===== config.mk =====
export PLATFORM = sky130hd
export DESIGN_NAME = dcache_wt_flat
export DESIGN_NICKNAME = d
export VERILOG_FILES = /design/src/rtl/dcache_wt_if.sv /design/src/rtl/dcache_wt.sv /design/src/flat_wrapper.sv
export SDC_FILE = /design/constraint.sdc
export NUM_CORES = 1
export LEC_CHECK = 0
export CAP_MARGIN = 20
export CORE_MARGIN = 3
export CORE_UTILIZATION = 54
export CTS_CLUSTER_DIAMETER = 200
export DETAILED_ROUTE_END_ITERATION = 12
export PLACE_DENSITY = 0.74
export SYNTH_ARGS = -nofsm -noshare
export SYNTH_HDL_FRONTEND = slang
export SYNTH_SLANG_ARGS = --single-unit
export TNS_END_PERCENT = 20

===== constraint.sdc =====
create_clock -name CLK -period 6.7 [get_ports CLK]
set_input_delay 0.67 -clock CLK [delete_from_list [all_inputs] [get_ports CLK]]
set_output_delay 0.67 -clock CLK [all_outputs]
set_load 0.05 [all_outputs]

===== src/rtl/dcache_wt_if.sv =====
// Signal bundle between the memory stage, the write-through data cache and
// the memory arbiter. The slave modport is the cache's view; the master
// modport is the surrounding datapath/arbiter view.
//
// Handshake: a datapath request (dmemREN or dmemWEN) is held stable until the
// cycle in which dhit is high; that cycle completes the request. On the memory
// side, dREN/dWEN are held with daddr/dstore until a cycle with dwait=0, and
// the access completes at that rising edge (dload is valid in that cycle).
interface dcache_wt_if;
    // datapath side
    logic        dmemREN;
    logic        dmemWEN;
    logic [31:0] dmemaddr;
    logic [31:0] dmemstore;
    logic        halt;
    logic        dhit;
    logic [31:0] dmemload;
    logic        flushed;
    logic [31:0] hit_count;
    // memory side
    logic        dREN;
    logic        dWEN;
    logic [31:0] daddr;
    logic [31:0] dstore;
    logic [31:0] dload;
    logic        dwait;

    modport slave (
        input  dmemREN, dmemWEN, dmemaddr, dmemstore, halt, dload, dwait,
        output dhit, dmemload, flushed, hit_count, dREN, dWEN, daddr, dstore
    );

    modport master (
        output dmemREN, dmemWEN, dmemaddr, dmemstore, halt, dload, dwait,
        input  dhit, dmemload, flushed, hit_count, dREN, dWEN, daddr, dstore
    );
endinterface


===== src/rtl/dcache_wt.sv =====
// Direct-mapped, write-through, no-write-allocate data cache with one-word
// lines. Read hits complete combinationally; read misses fill one line from
// memory; every store goes to memory and updates the line only on a hit.
// After halt the cache parks in HALTED and raises flushed.
module dcache_wt #(
    parameter int SETS = 16
) (
    input  logic       CLK,
    input  logic       nRST,
    dcache_wt_if.slave bus,
    output logic [1:0] dbg_state
);
    localparam int IW = $clog2(SETS);
    localparam int TW = 30 - IW;

    typedef enum logic [1:0] {
        IDLE   = 2'd0,
        FILL   = 2'd1,
        WRITE  = 2'd2,
        HALTED = 2'd3
    } state_t;

    state_t state, next_state;

    logic [SETS-1:0] valid;
    logic [TW-1:0]   tag_arr  [SETS];
    logic [31:0]     data_arr [SETS];
    logic [31:0]     hit_cnt;

    logic [IW-1:0]   index;
    logic [TW-1:0]   tag;
    logic            hit;
    logic            fill_we;
    logic            store_we;
    logic            cnt_inc;

    // byte offset is always zero for word accesses
    logic unused_offset;
    assign unused_offset = ^bus.dmemaddr[1:0];

    assign index = bus.dmemaddr[IW+1:2];
    assign tag   = bus.dmemaddr[31:IW+2];
    assign hit   = valid[index] && (tag_arr[index] == tag);

    assign bus.hit_count = hit_cnt;
    assign dbg_state     = state;

    // state register; reset returns to IDLE from any state
    always_ff @(posedge CLK or negedge nRST) begin
        if (!nRST) state <= IDLE;
        else       state <= next_state;
    end

    // next-state and all outputs; memory outputs stay 0 outside FILL/WRITE
    always_comb begin
        next_state   = state;
        bus.dhit     = 1'b0;
        bus.dmemload = 32'd0;
        bus.flushed  = 1'b0;
        bus.dREN     = 1'b0;
        bus.dWEN     = 1'b0;
        bus.daddr    = 32'd0;
        bus.dstore   = 32'd0;
        fill_we      = 1'b0;
        store_we     = 1'b0;
        cnt_inc      = 1'b0;
        unique case (state)
            IDLE: begin
                // stores win over loads; halt only when no request is pending
                if (bus.dmemWEN) begin
                    next_state = WRITE;
                end else if (bus.dmemREN) begin
                    if (hit) begin
                        bus.dhit     = 1'b1;
                        bus.dmemload = data_arr[index];
                        cnt_inc      = 1'b1;
                    end else begin
                        next_state = FILL;
                    end
                end else if (bus.halt) begin
                    next_state = HALTED;
                end
            end
            FILL: begin
                bus.dREN  = 1'b1;
                bus.daddr = bus.dmemaddr;
                if (!bus.dwait) begin
                    fill_we    = 1'b1;
                    next_state = IDLE;
                end
            end
            WRITE: begin
                bus.dWEN   = 1'b1;
                bus.daddr  = bus.dmemaddr;
                bus.dstore = bus.dmemstore;
                if (!bus.dwait) begin
                    bus.dhit   = 1'b1;
                    next_state = IDLE;
                    if (hit) begin
                        store_we = 1'b1;
                        cnt_inc  = 1'b1;
                    end
                end
            end
            HALTED: begin
                bus.flushed = 1'b1;
            end
            default: next_state = IDLE;
        endcase
    end

    // valid bits are the only array state that reset must clear
    always_ff @(posedge CLK or negedge nRST) begin
        if (!nRST)        valid        <= '0;
        else if (fill_we) valid[index] <= 1'b1;
    end

    // tag/data arrays: fill writes tag and data, a store hit writes data only
    always_ff @(posedge CLK) begin
        if (fill_we) begin
            tag_arr[index]  <= tag;
            data_arr[index] <= bus.dload;
        end else if (store_we) begin
            data_arr[index] <= bus.dmemstore;
        end
    end

    // hit counter counts read hits and write hits, wrapping
    always_ff @(posedge CLK or negedge nRST) begin
        if (!nRST)        hit_cnt <= 32'd0;
        else if (cnt_inc) hit_cnt <= hit_cnt + 32'd1;
    end
endmodule


===== src/flat_wrapper.sv =====
// flat-port wrapper written by rule: the top's interface ports become plain ports
module dcache_wt_flat 
#(
    parameter int SETS = 16
)
  (CLK, nRST, dbg_state, bus_dmemREN, bus_dmemWEN, bus_dmemaddr, bus_dmemstore, bus_halt, bus_dload, bus_dwait, bus_dhit, bus_dmemload, bus_flushed, bus_hit_count, bus_dREN, bus_dWEN, bus_daddr, bus_dstore);
  dcache_wt_if bus_i ();
  input  logic CLK;
  input  logic nRST;
  output logic [1:0] dbg_state;
  input wire logic [$bits(bus_i.dmemREN)-1:0] bus_dmemREN;
  input wire logic [$bits(bus_i.dmemWEN)-1:0] bus_dmemWEN;
  input wire logic [$bits(bus_i.dmemaddr)-1:0] bus_dmemaddr;
  input wire logic [$bits(bus_i.dmemstore)-1:0] bus_dmemstore;
  input wire logic [$bits(bus_i.halt)-1:0] bus_halt;
  input wire logic [$bits(bus_i.dload)-1:0] bus_dload;
  input wire logic [$bits(bus_i.dwait)-1:0] bus_dwait;
  output wire logic [$bits(bus_i.dhit)-1:0] bus_dhit;
  output wire logic [$bits(bus_i.dmemload)-1:0] bus_dmemload;
  output wire logic [$bits(bus_i.flushed)-1:0] bus_flushed;
  output wire logic [$bits(bus_i.hit_count)-1:0] bus_hit_count;
  output wire logic [$bits(bus_i.dREN)-1:0] bus_dREN;
  output wire logic [$bits(bus_i.dWEN)-1:0] bus_dWEN;
  output wire logic [$bits(bus_i.daddr)-1:0] bus_daddr;
  output wire logic [$bits(bus_i.dstore)-1:0] bus_dstore;
  assign bus_i.dmemREN = bus_dmemREN;
  assign bus_i.dmemWEN = bus_dmemWEN;
  assign bus_i.dmemaddr = bus_dmemaddr;
  assign bus_i.dmemstore = bus_dmemstore;
  assign bus_i.halt = bus_halt;
  assign bus_i.dload = bus_dload;
  assign bus_i.dwait = bus_dwait;
  assign bus_dhit = bus_i.dhit;
  assign bus_dmemload = bus_i.dmemload;
  assign bus_flushed = bus_i.flushed;
  assign bus_hit_count = bus_i.hit_count;
  assign bus_dREN = bus_i.dREN;
  assign bus_dWEN = bus_i.dWEN;
  assign bus_daddr = bus_i.daddr;
  assign bus_dstore = bus_i.dstore;
  dcache_wt #(.SETS(SETS)) u_core (.CLK(CLK), .nRST(nRST), .bus(bus_i), .dbg_state(dbg_state));
endmodule

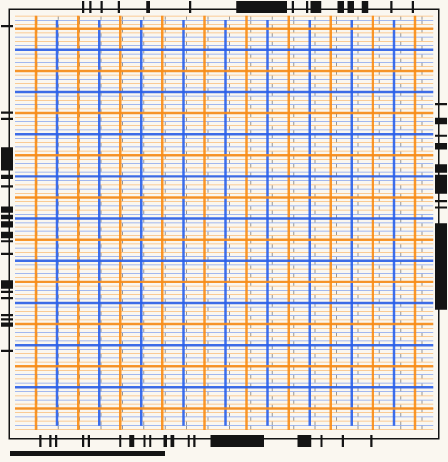
Figure 1: run 1, power grid.
Bar = 100 um. Pins as bars on the die edge. Tap cells in gray.
blue -> VDD
orange -> VSS
rows = 98
met4 straps = 19
met5 straps = 19
met1 rails = 99

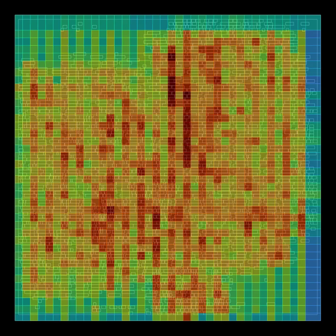
Figure 2: run 1, routing congestion map.
met2 Resource Use GR: 41.9%
met1 Track Usage GR: 33.7%
GRT Util Overall: 24.8%

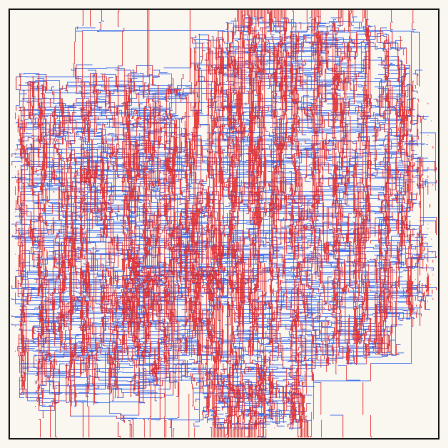
Figure 3: run 1, signal wires by layer.
Two of the layers only.
red -> metal 2  # wire length 47.6 mm
blue -> metal 1  # wire length 35.4 mm

==> impl_metrics.env, run 1 <==
# physical design summary
export IMPL_die_height_um=276
export IMPL_cts_buffer_depth=3
export IMPL_grt_pass1_wl_mm=137
export IMPL_setup_tns_ns=0
export IMPL_rsz0062_at_grt="no"
export IMPL_area_sequential_mm2=0.0291
export IMPL_avgViaCountPerCell=6.22
export IMPL_cp_depth=12
export IMPL_yosysCellCount=1932
export IMPL_vias=20200
export IMPL_ys_chip_area_mm2=0.0393
export IMPL_fp_util_pct=54.7
export IMPL_drt_iter0_markers=2307
export IMPL_ff2ff_setup_slack_ns=2.04
export IMPL_syn_num_nets=2039
export IMPL_most_common_cell="edfxtp_1"
export IMPL_holdBufCountCts=0
export IMPL_worstPathCellList="buf_8, buf_4, mux4_2, mux2i_1, xnor2_1, nor3_1, o2111ai_1, nor4_2, nand4_1, buf_4, nor2b_1, buf_12"
export IMPL_cts_sinks=978
export IMPL_synth_flops=978
export IMPL_warnings=30
export IMPL_root_buffer="clkbuf_16"
export IMPL_grt_pass1_vias=21100
export IMPL_critPathKind="input port to output port"
export IMPL_clk_pin_slew_ns=0.06
export IMPL_final_fill_count=4694
export IMPL_dr_pass1_iters=6
export IMPL_io_pins=236
export IMPL_routed_wl_mm=92.5
export IMPL_crit_top_cell="buf_4"
export IMPL_post_route_drc_count=0
export IMPL_ys_top_cells_by_count="edfxtp_1 (928), mux4_2 (230), mux2i_1 (103), and2_1 (69)"
export IMPL_grt_busiest_layer="met2"
export IMPL_cp_top_family="buffers and inverters"
export IMPL_logic_area_mm2=0.00988
export IMPL_min_period_ns=5.48
export IMPL_top_cells_by_area="edfxtp_1 (71%), mux4_2 (13%), dfrtp_1 (3.2%)"
export IMPL_antenna_left=0
export IMPL_ff_type="edfxtp_1"
export IMPL_nets=2332
export IMPL_portBuffers=235
export IMPL_status="completed"
export IMPL_dpl_worst_slack_ns=0.991
export IMPL_syn_area_mm2=0.0393
export IMPL_core_mm2=0.0719
export IMPL_fmax_ghz=0.183
run 1: kinds of logic (layout without fill, tap and decap cells):
| kind of cell | after synthesis | count (layout) | synth area share [%] |
|---|---|---|---|
| muxes | 373 | 373 | 16.9 |
| adders and majority gates | 5 | 5 | 0.159 |
| buffers and inverters | 121 | 494 | 1.46 |
| xor gates and xnor gates | 55 | 55 | 1.22 |
| AOI/OAI and AO/OA | 80 | 80 | 1.59 |
| other | 0 | 1 | 0 |
| and+or+nand+nor | 320 | 320 | 4.60 |
| DFF | 978 | 978 | 74.0 |
run 1: per-layer routing:
layer  vias up  part of all wire, %
met4         0                  2.8
met5         -                    0
met2       981                   51
li1       8495                    -
met3       179                  7.4
met1     10600                   38
run 1: cell usage in the layout, fill, tap and decap left out, types with 4 or more instances in the layout:
cell type        Yosys  layout
buf_4                7      43
xor2_1              31      31
xnor2_1             24      24
a221oi_1             8       8
dfrtp_1             50      50
nand2_1             38      38
clkbuf_16            0      97
a22oi_1             21      21
edfxtp_1           928     928
inv_1               20      20
nand4_1             11      11
nor2_1              42      24
and2_1              69      69
mux2_1              14      14
clkinvlp_4           0       4
buf_12               0      47
clkdlybuf4s50_1      0     197
clkbuf_1            50      18
nor2_4               0      18
ha_1                 5       5
o22ai_1              5       5
nor4_1              15      15
and3_1              10      10
nand3_1             24      24
or2_2               17      17
mux2i_1            103     103
mux2_2              26      26
a22o_1              13      13
mux4_2             230     230
nor4b_2              0       9
clkinv_1             0      23
nor3_1              23      23
bufinv_16            0       8
clkinv_2             0      17
nor2b_1             44      44
o21ai_0              6       6
a21oi_1              4       4
run 1: worst max-delay path by stage:
stage,slack (ns),startpoint,end
after global placement,1.18,bus_dmemaddr[3],u_core.data_arr[6][25]
after CTS,1.19,bus_dmemaddr[3],bus_dmemload[3]
after global routing,0.99,bus_dmemaddr[3],bus_dmemload[27]
after detailed placement,0.99,bus_dmemaddr[3],u_core.data_arr[14][10]
final,1.22,bus_dmemaddr[3],bus_dmemload[2]
after floorplan,-0.50,bus_dmemaddr[2],u_core.data_arr[14][0]
run 1: sequential cells by signal, summed over array words and instances (netlist names):
name	flops
u_core.dbg_state	2
u_core.tag_arr	416
u_core.valid	16
u_core.bus.hit_count	32
u_core.data_arr	512
run 1: where the power goes:
part / internal, uW / switching [uW] / total [uW]
clock network: 3020 / 2270 / 5290
logic: 716 / 1250 / 1970
registers: 6790 / 39.0 / 6830
run 1: area by class of cell:
class	count	area share [%]
clock inverters	60	1.23
multi-input cells	833	21.1
repair buffers	294	7.16
inverters	22	0.177
flip-flops and latches	978	62.3
clock buffers	118	5.43
diodes	1	0.00536
well taps	950	2.54
run 1: through the flow:
step | std cells | util (%) | hold WS, ns | area (um2) | power (uW)
2_1_floorplan | 1932 | - | 0.374 | 39400 | 8210
3_3_place_gp | 3063 | 60.3 | 0.447 | 43300 | 8900
3_5_place_dp | 3072 | 60.6 | 0.449 | 43500 | 8930
4_1_cts | 3250 | 64.9 | 0.236 | 46600 | 14200
5_1_grt | 3255 | 65.0 | 0.421 | 46700 | 14500
6_report | 3256 | 65.0 | 0.408 | 46700 | 14100
Figure 4. A small window of the routed layout (run 1).
Region (194, 56) to (219, 81) um. Cells in gray, sequential cells in the stronger gray; small squares are vias.
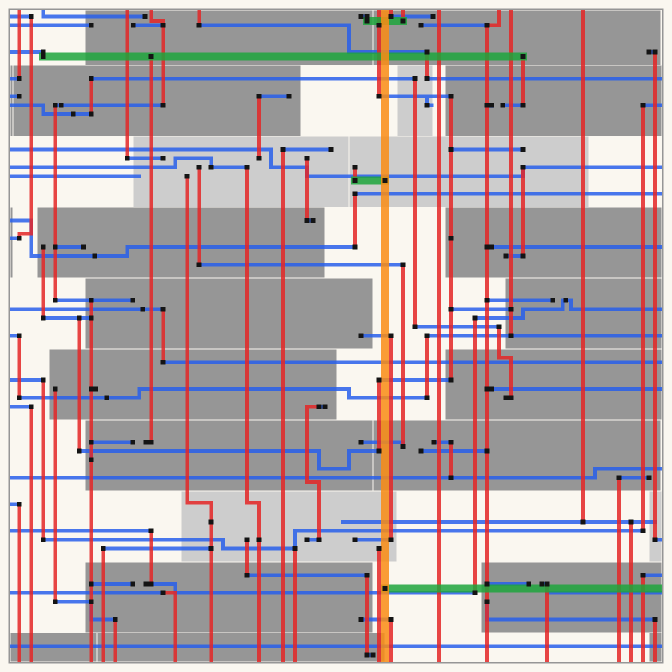

## Run 2: what changed since run 1
CORE_UTILIZATION = 59   (was 54)
PLACE_DENSITY = 0.77   (was 0.74)
clock period = 5.3 ns   (was 6.7 ns; I/O delays follow)
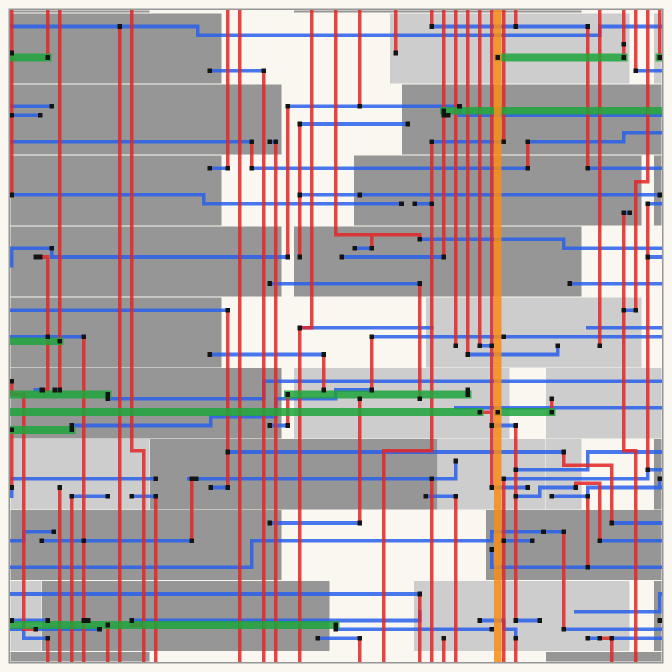
Figure 5: run 2, a small window of the routed layout.
Region (186, 54) to (211, 79) um. Cells in gray, sequential cells in the stronger gray; small squares are vias.
blue -> metal 1
orange -> metal 4
red -> metal 2
green -> metal 3
cells with their middle in the window = 21
netlist names of flops here include = u_core.data_arr (13)
most frequent = edfxtp_1 (13), mux4_2 (4), clkinv_1 (2)
sequential cells in the window = 13

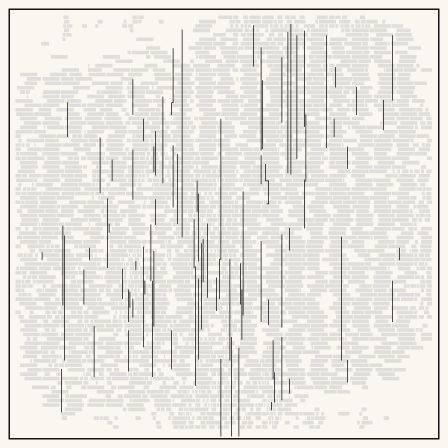
Figure 6: run 2, signal wires on met4.
longest straight run = 128 um
share of all routed wire = 3.2%
nets with wire on the layer = 56
main direction = vertical

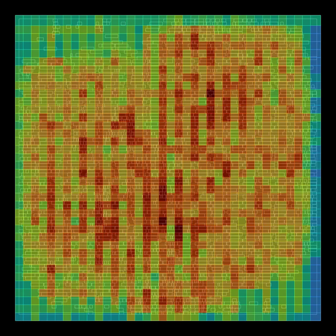
Figure 7: run 2, routing congestion map.
Avg WL per Cell: 29.6 um
GRT Util Overall: 27.6%
post-layout util: 71.6%
met1 Track Usage GR: 37.3%

==> impl_metrics.env, run 2 <==
# physical design summary
export IMPL_crit_start="bus_dmemaddr[5]"
export IMPL_layout_top_cell="edfxtp_1"
export IMPL_top_register="u_core.data_arr"
export IMPL_holdBufCountCts=0
export IMPL_dpl_instance_area_mm2=0.0439
export IMPL_whs_ns=0.436
export IMPL_die_height_um=264
export IMPL_critPathKind="input port to output port"
export IMPL_status="completed"
export IMPL_p_sw_share_pct=24.7
export IMPL_avgViaCountPerCell=6.45
export IMPL_io_pins=236
export IMPL_top_cells_by_area="edfxtp_1 (71%), mux4_2 (13%), dfrtp_1 (3.2%)"
export IMPL_syn_area_mm2=0.0393
export IMPL_clk_pin_slew_ns=0.06
export IMPL_intPower_uw=13600
export IMPL_portBuffers=235
export IMPL_rsz0062_at_grt="no"
export IMPL_grt_pass1_vias=21600
export IMPL_vias=20600
[run 2: cell counts after synthesis]
Identical to the previous run, type by type.
[run 2: critical path, delay by kind of cell]
kind	cells	cell delay, ns
compound gates	3	0.51
simple gates	4	1.16
mux	1	0.11
buf+inv	6	1.92
[run 2: kinds of logic after synthesis]
logic type / count (synthesis) / share of synthesized area (%)
fa+ha+maj: 5 / 0.159
compound gates: 80 / 1.59
simple gates: 320 / 4.60
flops: 978 / 74.0
mux: 373 / 16.9
buf+inv: 121 / 1.46
xor+xnor: 55 / 1.22
[run 2: metrics by stage]
step                TNS (ns)  instances  utilization (%)
floorplan            -130.47       1932                -
global placement           0       3013             66.4
detailed placement         0       3020             66.6
CTS                        0       3197             71.4
global route               0       3201             71.6
finish                     0       3201             71.6
[run 2: power by group through the flow]
stage | registers (uW) | logic (uW) | clock network (uW)
floorplan | 8800 | 1580 | 0
global placement | 8780 | 2520 | 0
detailed placement | 8790 | 2560 | 0
CTS | 8630 | 2580 | 6880
global route | 8640 | 2690 | 7200
finish | 8640 | 2560 | 6820
[run 2: final cells by class]
class	instances	area, um2
inverter	22	82.6
timing repair buffer	327	3740
clock buffer	117	2580
multi-input combinational	833	9940
fill	3774	18700
clock inverter	60	591
tap	864	1080
sequential	978	29100
[run 2: worst paths after layout]
check | slack [ns] | end
worst max-delay path | 0.40 | bus_dmemload[19]
worst min-delay path | 0.44 | u_core.bus.hit_count[23]
worst max register to register | 1.15 | u_core.data_arr[8][9]
worst min register to register | 0.46 | u_core.valid[2]
max in group asynchronous | 4.32 | u_core.bus.hit_count[1]
min in group CLK | 0.46 | u_core.valid[2]
[run 2: metal layers]
| layer | up-vias | global-route usage, % | share of wire [%] |
|---|---|---|---|
| li1 | 8553 | - | - |
| met1 | 10800 | 37.3 | 37 |
| met2 | 1094 | 46.6 | 52 |
| met3 | 192 | 4.21 | 7.6 |
| met4 | 0 | 9.53 | 3.2 |
| met5 | - | 0 | 0 |
## Run 3: what changed since run 2
CTS_CLUSTER_DIAMETER = unset   (was 200)
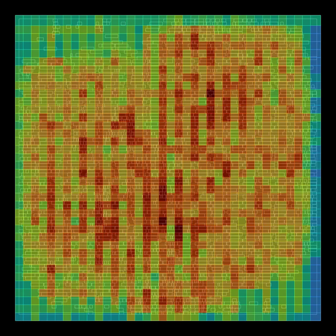
Figure 8: run 3, routing congestion map.
global route hottest layer: met2
met2 Resource Use GR: 46.6%
M3 GR Usage: 4.21%

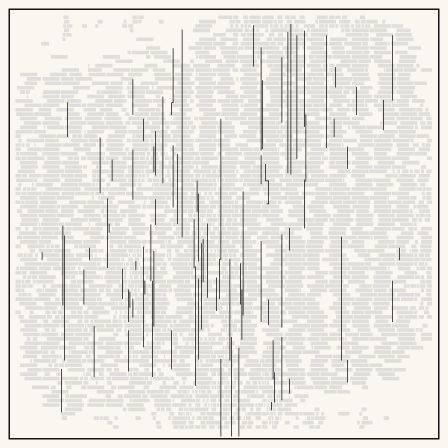
Figure 9: run 3, signal wires on met4.
main direction = vertical
share of all routed wire = 3.2%

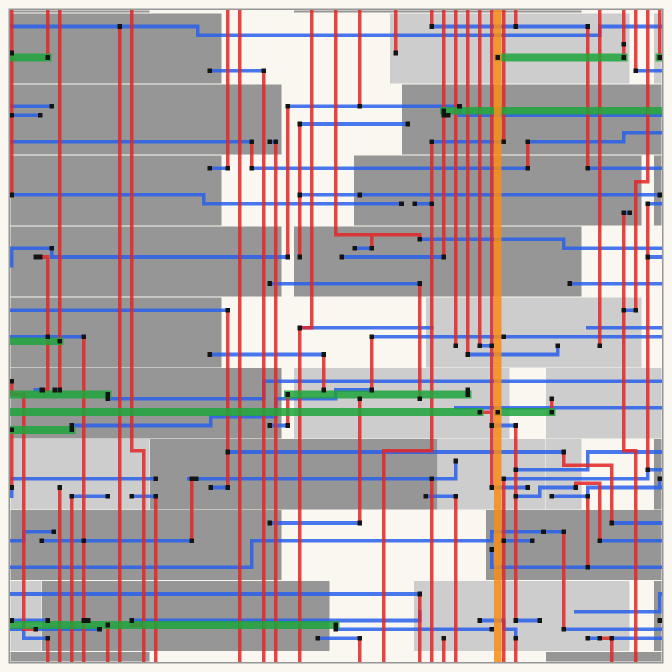
Figure 10: run 3, a small window of the routed layout.
Region (186, 54) to (211, 79) um. Cells in gray, sequential cells in the stronger gray; small squares are vias.
blue -> metal 1
red -> metal 2
orange -> metal 4
green -> metal 3
sequential cells in the window = 13
cells with their middle in the window = 21
netlist names of flops here include = u_core.data_arr (13)
most frequent = edfxtp_1 (13), mux4_2 (4), clkinv_1 (2)

==> impl_metrics.env, run 3 <==
# physical design summary
export IMPL_status="completed"
export IMPL_layout_top_cells="edfxtp_1 (928), mux4_2 (230), clkdlybuf4s50_1 (197)"
export IMPL_fin_cells=3201
export IMPL_htree_levels=3
export IMPL_synth_cell_types=61
export IMPL_wl_per_cell_um=29.6
export IMPL_edf_count=928
export IMPL_startpoint_type="input port"
export IMPL_syn_area_mm2=0.0393
export IMPL_die_x_um=264
export IMPL_nets=2364
export IMPL_grt_usage_pct=27.6
export IMPL_ys_seq_share_pct=74.0
export IMPL_slew_limit_headroom_pct=25.6
export IMPL_critPathKind="input port to output port"
export IMPL_placementRows=94
export IMPL_setup_tns_ns=0
export IMPL_ys_chip_area_mm2=0.0393
export IMPL_die_area_mm2=0.0698
export IMPL_dp_cells=3020
export IMPL_core_mm2=0.0659
export IMPL_top_register="u_core.data_arr"
export IMPL_grt_pass1_vias=21600
export IMPL_root_buffer="clkbuf_16"
export IMPL_portBuffers=235
export IMPL_top_cells_by_area="edfxtp_1 (71%), mux4_2 (13%), dfrtp_1 (3.2%)"
export IMPL_top_area_share_pct=70.8
export IMPL_die_height_um=264
export IMPL_yosysCellCount=1932
export IMPL_ff2ff_setup_slack_ns=1.15
export IMPL_clk_pin_slew_ns=0.06
export IMPL_vias=20600
export IMPL_io_pins=236
export IMPL_fmax_ghz=0.204
export IMPL_avgViaCountPerCell=6.45
export IMPL_layout_top_cell="edfxtp_1"
export IMPL_clkLatencyLatePin_ns=0.65
export IMPL_drv_slew=0
export IMPL_rsz0062_at_grt="no"
export IMPL_holdBufCountCts=0
export IMPL_utilization_pct=71.6
export IMPL_yosys_area_top_type="edfxtp_1"
[run 3: cell counts in the layout (fill, tap and decap cells not counted)]
Identical to the previous run, type by type.
[run 3: per-layer routing]
metal / track usage (%) / vias up / part of all wire (%)
li1: - / 8553 / -
met1: 37.3 / 10800 / 37
met2: 46.6 / 1094 / 52
met3: 4.21 / 192 / 7.6
met4: 9.53 / 0 / 3.2
met5: 0 / - / 0
[run 3: worst paths after layout]
check	startpoint	endpoint	cells after the start
worst max register to register	u_core.tag_arr[11][12]	u_core.data_arr[8][9]	11
min in group CLK	u_core.valid[2]	u_core.valid[2]	1
max in group asynchronous	nRST	u_core.bus.hit_count[1]	3
worst max-delay path	bus_dmemaddr[5]	bus_dmemload[19]	14
worst min-delay path	nRST	u_core.bus.hit_count[23]	2
worst min register to register	u_core.valid[2]	u_core.valid[2]	1
[run 3: cell type report]
cell class                      instances  area, um2
Tap cell                              864       1080
Multi-Input combinational cell        833       9940
Sequential cell                       978      29100
Clock buffer                          117       2580
Fill cell                            3774      18700
Timing Repair Buffer                  327       3740
Inverter                               22       82.6
Clock inverter                         60        591
[run 3: cells by family (layout without fill, tap and decap cells)]
kind of cell,Yosys count,after routing,synth area share [%]
AND/OR/NAND/NOR,320,320,4.60
flip-flops,978,978,74.0
AND-OR/OR-AND,80,80,1.59
XOR/XNOR,55,55,1.22
multiplexers,373,373,16.9
buffers and inverters,121,526,1.46
adder cells (fa/ha/maj),5,5,0.159
[run 3: worst max-delay path: stages]
cell	delay [ns]
buf_4	0.52
buf_4	0.41
buf_4	0.29
mux2i_1	0.11
a22oi_1	0.23
a21boi_0	0.12
nor4bb_1	0.37
o2111ai_1	0.16
nor4_2	0.38
buf_4	0.22
nand4_1	0.08
buf_4	0.30
nor2b_1	0.33
buf_12	0.18
[run 3: per-stage QoR]
stage                     hold WS (ns)  setup WS [ns]  area [um2]
after global routing             0.467          0.143       47100
final                            0.436          0.396       47100
after CTS                       0.0977          0.516       47000
after global placement           0.446          0.642       43700
after detailed placement         0.451          0.509       43900
after floorplan                  0.234          -1.54       39400
[run 3: power breakdown]
part           leakage (uW)  switching (uW)  internal [uW]
sequential          0.00900            50.2           8590
combinational       0.00515            1620            944
clock               0.00156            2790           4030
No activity file was given, so power comes from the tool's default toggle rates.
